===== src/rtl/alu_operand_stage_pkg.sv =====
`default_nettype none
// ============================================================================
// Module : alu_operand_stage_pkg
// Brief  : Source-select codes and shared widths for the decode->EX operand
//          stage.
// Rev    : 1.0  initial release
// ============================================================================
package alu_operand_stage_pkg;

   // Register-file index width (x0..x31)
   localparam int REG_ADDR_LEN = 5;

   // Native widths of the selector code spaces below
   localparam int SRCA_CODE_LEN = 1;
   localparam int SRCB_CODE_LEN = 3;

   typedef logic [REG_ADDR_LEN-1:0] reg_addr_t;

   // ALU operand A sources
   localparam logic [SRCA_CODE_LEN-1:0] SRCA_RS1 = 1'b0;
   localparam logic [SRCA_CODE_LEN-1:0] SRCA_PC  = 1'b1;

   // ALU operand B sources; codes 6 and 7 are unassigned and select zero
   localparam logic [SRCB_CODE_LEN-1:0] SRCB_RS2   = 3'd0;
   localparam logic [SRCB_CODE_LEN-1:0] SRCB_IMM_I = 3'd1;
   localparam logic [SRCB_CODE_LEN-1:0] SRCB_IMM_S = 3'd2;
   localparam logic [SRCB_CODE_LEN-1:0] SRCB_IMM_U = 3'd3;
   localparam logic [SRCB_CODE_LEN-1:0] SRCB_IMM_J = 3'd4;
   localparam logic [SRCB_CODE_LEN-1:0] SRCB_FOUR  = 3'd5;

endpackage
`default_nettype wire


===== src/rtl/alu_operand_stage_bypass.sv =====
`default_nettype none
// ============================================================================
// Module : operand_bypass
// Brief  : Priority match of one register read against NUM_FWD in-flight
//          results. Source 0 is the youngest and wins over older sources.
//          x0 never forwards and always reads zero.
// Rev    : 1.0  initial release
// ============================================================================
module operand_bypass
   import alu_operand_stage_pkg::*;
#(
   parameter int XLEN    = 32,
   parameter int NUM_FWD = 2
) (
   input  logic [REG_ADDR_LEN-1:0]         addr,
   input  logic [XLEN-1:0]                 reg_data,
   input  logic [NUM_FWD-1:0]              fwd_valid,
   input  logic [NUM_FWD-1:0]              fwd_pend,
   input  logic [NUM_FWD*REG_ADDR_LEN-1:0] fwd_addr,
   input  logic [NUM_FWD*XLEN-1:0]         fwd_data,
   output logic [XLEN-1:0]                 data,
   output logic                            hit,
   output logic                            pend
);

   // Walk oldest->youngest so the lowest matching index is the last to write
   always_comb begin
      data = reg_data;
      hit  = 1'b0;
      pend = 1'b0;
      if (addr == '0) begin
         data = '0;
      end else begin
         for (int k = NUM_FWD - 1; k >= 0; k--) begin
            if (fwd_valid[k] && (fwd_addr[k*REG_ADDR_LEN +: REG_ADDR_LEN] == addr)) begin
               data = fwd_data[k*XLEN +: XLEN];
               hit  = 1'b1;
               pend = fwd_pend[k];
            end
         end
      end
   end

endmodule
`default_nettype wire


===== src/rtl/alu_operand_stage.sv =====
`default_nettype none
// ============================================================================
// Module : alu_operand_stage
// Brief  : Decode->EX operand stage: ALU source selection with result
//          bypassing, load-use stall, flush, valid/ready EX register and a
//          saturating stall-cycle counter.
// Rev    : 1.0  initial release
// ============================================================================
module alu_operand_stage
   import alu_operand_stage_pkg::*;
#(
   parameter int XLEN         = 32,
   parameter int NUM_FWD      = 2,
   parameter int SRCA_SEL_LEN = 1,
   parameter int SRCB_SEL_LEN = 3,
   parameter int CNT_LEN      = 16
) (
   input  logic                            clk,
   input  logic                            rst_n,
   input  logic                            flush,
   input  logic                            in_valid,
   output logic                            in_ready,
   input  logic [SRCA_SEL_LEN-1:0]         srca_sel,
   input  logic [SRCB_SEL_LEN-1:0]         srcb_sel,
   input  logic [REG_ADDR_LEN-1:0]         rs1_addr,
   input  logic [REG_ADDR_LEN-1:0]         rs2_addr,
   input  logic [XLEN-1:0]                 rs1,
   input  logic [XLEN-1:0]                 rs2,
   input  logic [XLEN-1:0]                 pc,
   input  logic [XLEN-1:0]                 imm_i,
   input  logic [XLEN-1:0]                 imm_s,
   input  logic [XLEN-1:0]                 imm_u,
   input  logic [XLEN-1:0]                 imm_j,
   input  logic [NUM_FWD-1:0]              fwd_valid,
   input  logic [NUM_FWD-1:0]              fwd_pend,
   input  logic [NUM_FWD*REG_ADDR_LEN-1:0] fwd_addr,
   input  logic [NUM_FWD*XLEN-1:0]         fwd_data,
   output logic                            out_valid,
   input  logic                            out_ready,
   output logic [XLEN-1:0]                 srca,
   output logic [XLEN-1:0]                 srcb,
   output logic [XLEN-1:0]                 rs2_val,
   output logic [CNT_LEN-1:0]              stall_cnt
);

   logic [XLEN-1:0]    rs1_fwd, rs2_fwd;
   logic               hit1, hit2, pend1, pend2;
   logic               use1, use2, hazard, accept;
   logic [XLEN-1:0]    srca_mux, srcb_mux;

   logic               out_valid_d, out_valid_q;
   logic [XLEN-1:0]    srca_d, srca_q;
   logic [XLEN-1:0]    srcb_d, srcb_q;
   logic [XLEN-1:0]    rs2_val_d, rs2_val_q;
   logic [CNT_LEN-1:0] stall_cnt_d, stall_cnt_q;

   operand_bypass #(.XLEN(XLEN), .NUM_FWD(NUM_FWD)) u_byp_rs1 (
      .addr      (rs1_addr),
      .reg_data  (rs1),
      .fwd_valid (fwd_valid),
      .fwd_pend  (fwd_pend),
      .fwd_addr  (fwd_addr),
      .fwd_data  (fwd_data),
      .data      (rs1_fwd),
      .hit       (hit1),
      .pend      (pend1)
   );

   operand_bypass #(.XLEN(XLEN), .NUM_FWD(NUM_FWD)) u_byp_rs2 (
      .addr      (rs2_addr),
      .reg_data  (rs2),
      .fwd_valid (fwd_valid),
      .fwd_pend  (fwd_pend),
      .fwd_addr  (fwd_addr),
      .fwd_data  (fwd_data),
      .data      (rs2_fwd),
      .hit       (hit2),
      .pend      (pend2)
   );

   // Operand source muxes; unassigned selector codes yield zero
   always_comb begin
      srca_mux = '0;
      srcb_mux = '0;
      case (srca_sel)
         SRCA_RS1: srca_mux = rs1_fwd;
         SRCA_PC:  srca_mux = pc;
         default:  srca_mux = '0;
      endcase
      case (srcb_sel)
         SRCB_RS2:   srcb_mux = rs2_fwd;
         SRCB_IMM_I: srcb_mux = imm_i;
         SRCB_IMM_S: srcb_mux = imm_s;
         SRCB_IMM_U: srcb_mux = imm_u;
         SRCB_IMM_J: srcb_mux = imm_j;
         SRCB_FOUR:  srcb_mux = XLEN'(4);
         default:    srcb_mux = '0;
      endcase
   end

   // Load-use hazard and handshake; a store (IMM_S) still needs rs2 as data
   always_comb begin
      use1     = (srca_sel == SRCA_RS1);
      use2     = (srcb_sel == SRCB_RS2) || (srcb_sel == SRCB_IMM_S);
      hazard   = in_valid && ((use1 && hit1 && pend1) || (use2 && hit2 && pend2));
      in_ready = (!out_valid_q || out_ready) && !hazard && !flush;
      accept   = in_valid && in_ready;
   end

   // Next-state for EX register and stall counter (flush beats everything)
   always_comb begin
      out_valid_d = out_valid_q;
      srca_d      = srca_q;
      srcb_d      = srcb_q;
      rs2_val_d   = rs2_val_q;
      stall_cnt_d = stall_cnt_q;
      if (flush) begin
         out_valid_d = 1'b0;
      end else if (accept) begin
         out_valid_d = 1'b1;
         srca_d      = srca_mux;
         srcb_d      = srcb_mux;
         rs2_val_d   = rs2_fwd;
      end else if (out_ready) begin
         out_valid_d = 1'b0;
      end
      if (hazard && !flush && (stall_cnt_q != '1)) begin
         stall_cnt_d = stall_cnt_q + CNT_LEN'(1);
      end
   end

   // EX pipeline register with asynchronous active-low reset
   always_ff @(posedge clk or negedge rst_n) begin
      if (!rst_n) begin
         out_valid_q <= 1'b0;
         srca_q      <= '0;
         srcb_q      <= '0;
         rs2_val_q   <= '0;
         stall_cnt_q <= '0;
      end else begin
         out_valid_q <= out_valid_d;
         srca_q      <= srca_d;
         srcb_q      <= srcb_d;
         rs2_val_q   <= rs2_val_d;
         stall_cnt_q <= stall_cnt_d;
      end
   end

   assign out_valid = out_valid_q;
   assign srca      = srca_q;
   assign srcb      = srcb_q;
   assign rs2_val   = rs2_val_q;
   assign stall_cnt = stall_cnt_q;

endmodule
`default_nettype wire


===== config.mk =====
export PLATFORM = sky130hd
export DESIGN_NAME = alu_operand_stage
export DESIGN_NICKNAME = d
export VERILOG_FILES = /design/src/rtl/alu_operand_stage_pkg.sv /design/src/rtl/alu_operand_stage_bypass.sv /design/src/rtl/alu_operand_stage.sv
export SDC_FILE = /design/constraint.sdc
export NUM_CORES = 1
export LEC_CHECK = 0
export ABC_AREA = 1
export CAP_MARGIN = 20
export CORE_AREA = 2 2 170 172
export DETAILED_ROUTE_END_ITERATION = 8
export DIE_AREA = 0 0 172 174
export PLACE_DENSITY = 0.66
export SYNTH_ARGS = -nofsm -noshare
export SYNTH_HDL_FRONTEND = slang
export SYNTH_HIERARCHICAL = 1
export SYNTH_SLANG_ARGS = --single-unit

===== constraint.sdc =====
create_clock -name clk -period 5.3 [get_ports clk]
set_input_delay 1.06 -clock clk [delete_from_list [all_inputs] [get_ports clk]]
set_output_delay 1.06 -clock clk [all_outputs]
set_load 0.1 [all_outputs]

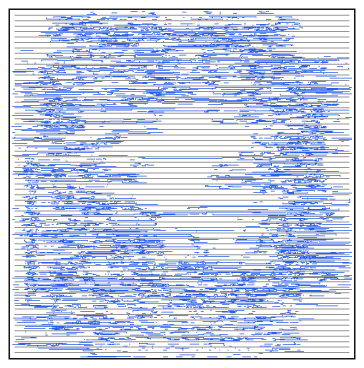
(met1 routing)
Scale: 2 px per um. Supply wires on this layer in gray.
The layer holds 40% of the routed length. The wires run mostly horizontal.

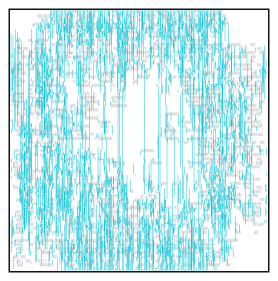
(met2 routing)
Scale: 1.5 px per um.
The wires run mostly vertical. The layer holds 49% of the routed length. 1711 nets have wire on it. The layer carries 20.3 mm of wire. The longest straight run is 86.4 um.

==> results.txt <==
Figures from the implementation reports.

- The number of synthesis warnings reads 6.
- The via count of the first global-routing pass is 11000.
- The net count reported at finish is ~2100.
- The final period utilization is 0.846.
- The startpoint class of the critical path is a primary input.
- The post-placement cell count reads 2182.
- Looking at the critical path, the highest net fanout was 34.
- The number of sinks on the clock net is approximately 110.
- The areal power density over the cells is a little under 300 nW/um^2.
- The clock period minus worst slack is approximately 4.5 ns.
- The routability-driven placement congestion ratio reads ~0.95.
- Per the synthesis report, the adder-cell share of the synthesized area is 0.00137.
- The class of the tightest hold or removal check reads reg -> reg.
- For this run, the detailed router reports a per-instance via density of 5.14.
- The number of hold violations in the final report reads 0.
- The flow ran to the end, and the final reports show no timing, DRC or antenna violations.
- The maximum number of buffers from clock root to sink is 2.
- The proportion of netlist area held by the largest area contributor is 0.309.
- The number of antenna-violating nets in the routed design is 0.
- The logic depth of the worst path, buffers included is 10.
- The placed wire-length estimate is around 32 mm.
- In this run the layout overhead on the synthesized area is reported as 55.1%.
- The clock transition time at the flip-flop clock pins of the worst setup and hold paths reads approximately 0.070 ns.
- The highest-utilization routing layer at the global route stage reads met2.
- The slew at the pin closest to its max-slew limit reads 1.07 ns.
- During placement, the flow inserted port buffers numbering 434.
- The kind of capture point of the worst setup path reads an output pin.
- The total number of H-tree levels reads 4.
- The die boundary width reads roughly 170 um.
- After synthesis, the cell types taking the most area are sky130_fd_sc_hd__dfrtp_1 (31%), sky130_fd_sc_hd__nand2_1 (20%), sky130_fd_sc_hd__nand4_1 (9.2%).
- The detailed-routing wirelength on met1 reads 16.5 mm.
- In this run the standard cell core region covers 28200 sq um.
- The buffer type at the clock tree root reads sky130_fd_sc_hd__clkbuf_16.
- The net load switching power is 1.95 mW.
- For this design the static power due to leakage is between 6 and 7 nW.
- The starting DRC count in detailed routing reads between 1000 and 1500.
- Looking at the VDD voltage map, the peak drop is about 0.21 mV.
- In the hold report, the worst path ends at srcb[8]$_DFFE_PN0P_.
- The most used cell along the critical path reads sky130_fd_sc_hd__nor2_1.
- The cell family contributing the most delay on the critical path is simple AND/OR/NAND/NOR gates.
- The post-cts hold-fix buffer tally reads 0.
- Signal routing reaches up to met4.
- The data required time at the worst endpoint is 4.24 ns.
- The worst clock skew reads ~0.013 ns.
- The worst max-slew margin expressed relative to the limit is 0.284.
- The reg-to-reg endpoint is srcb[31]$_DFFE_PN0P_.
- The net count after synthesis reads around 1800.
- The buffer count from post-CTS setup fixing is 0.
- The finished cells cover roughly 14000 sq um.
- The total global routing overflow is 0.
- The part of the total power dissipated in combinational logic reads 0.462.
- The count of filler cells inserted in the layout reads roughly 2900.
- On met1, the global router reports a usage of 0.334.
- The share of synthesized cell area in and, or, nand and nor gates is 0.482.
- Setup repair after global routing left no endpoint under its margin.
- The met2 layer usage reported by global route reads 0.460.
- The startpoint of the most critical hold path reads srcb[8]$_DFFE_PN0P_.
- The met2 wire length reads 20.3 mm.
- The maximum number of pins on one net before global-route repair reads 70.
- The final sum of negative setup slack reads 0 ns.
- The most numerous logic cell after layout reads sky130_fd_sc_hd__nand2_1.
- Synthesis handed over a netlist of approximately 1400 instances.
- The final count of negative-setup-slack endpoints is 0.
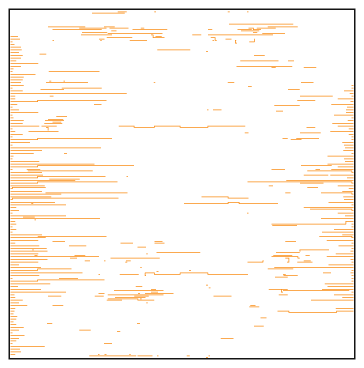
(the metal 3 layer)
Scale: 2 px per um.
The wires run mostly horizontal. The layer holds 9.0% of the routed length. 310 nets have wire on it. The layer carries 3740 um of wire. The longest straight run is 57.7 um.
met3 capacity usage during global routing: 0.0751
drt total wl: 41.6 mm
count of vias placed by the detailed router: 11421

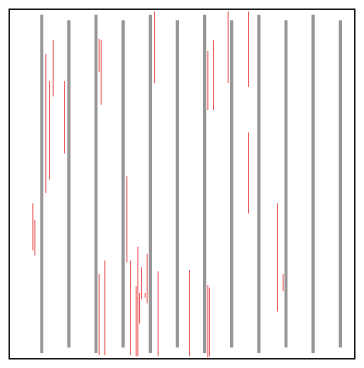
(the metal 4 layer)
Scale: 2 px per um. Supply wires on this layer in gray.
The layer carries 1020 um of wire. The layer holds 2.5% of the routed length. The longest straight run is 69.4 um. The wires run mostly vertical.

## stage by stage
step	hold slack, ns	setup slack, ns	utilization
floorplan	0.764	0.0989	-
global placement	0.461	0.850	0.480
detailed placement	0.464	0.827	0.481
CTS	0.484	0.816	0.502
global route	0.506	0.621	0.502
finish	0.478	0.816	0.502
## registers in the layout, summed over array words and instances (netlist names)
| signal | cells |
|---|---|
| srca | 32 |
| out_valid | 1 |
| srcb | 32 |
| stall_cnt | 16 |
| rs2_val | 32 |
## worst max path at each step
stage,start,to,slack (ns)
after global placement,rs1_addr[0],in_ready,0.85
after detailed placement,rs1_addr[0],in_ready,0.83
after floorplan,rs2_addr[3],in_ready,0.1
final,rs1_addr[0],in_ready,0.82
after global routing,rs2_addr[0],in_ready,0.62
after CTS,rs1_addr[0],in_ready,0.82
## synthesized netlist by cell type, drive strengths merged
master,instances
inv,116
dfrtp,113
a21oi,5
xnor2,2
nand3,173
o21a,2
xor2,5
ha,1
nor2,164
o21ai,83
nand4,136
mux2i,32
clkbuf,17
a21boi,1
nor3,2
o211ai,1
nand2,504
buf,92
## layout make-up
cell class | instances | area share
timing repair buffer | 458 | 0.320
multi-input combinational | 1111 | 0.373
inverter | 116 | 0.0307
clock inverter | 15 | 0.0121
sequential | 113 | 0.199
antenna | 6 | 0.00106
clock buffer | 17 | 0.0300
tap | 384 | 0.0339
## logic make-up (layout without fill, tap and decap cells)
logic type,count (synthesis),in the layout
flops,113,113
other cells,0,6
mux,32,32
xor+xnor,7,7
simple gates,979,979
buf+inv,225,606
fa+ha+maj,1,1
compound gates,92,92
## power by group through the flow
stage	sequential (mW)	combinational [mW]	clock, mW
after floorplan	1.97	0.364	0
after global placement	1.07	1.93	0
after detailed placement	1.07	1.94	0
after CTS	1.06	1.95	1.22
after global routing	1.08	2.03	1.26
final	1.06	1.94	1.20
Power is estimated from default activity; no workload was simulated.
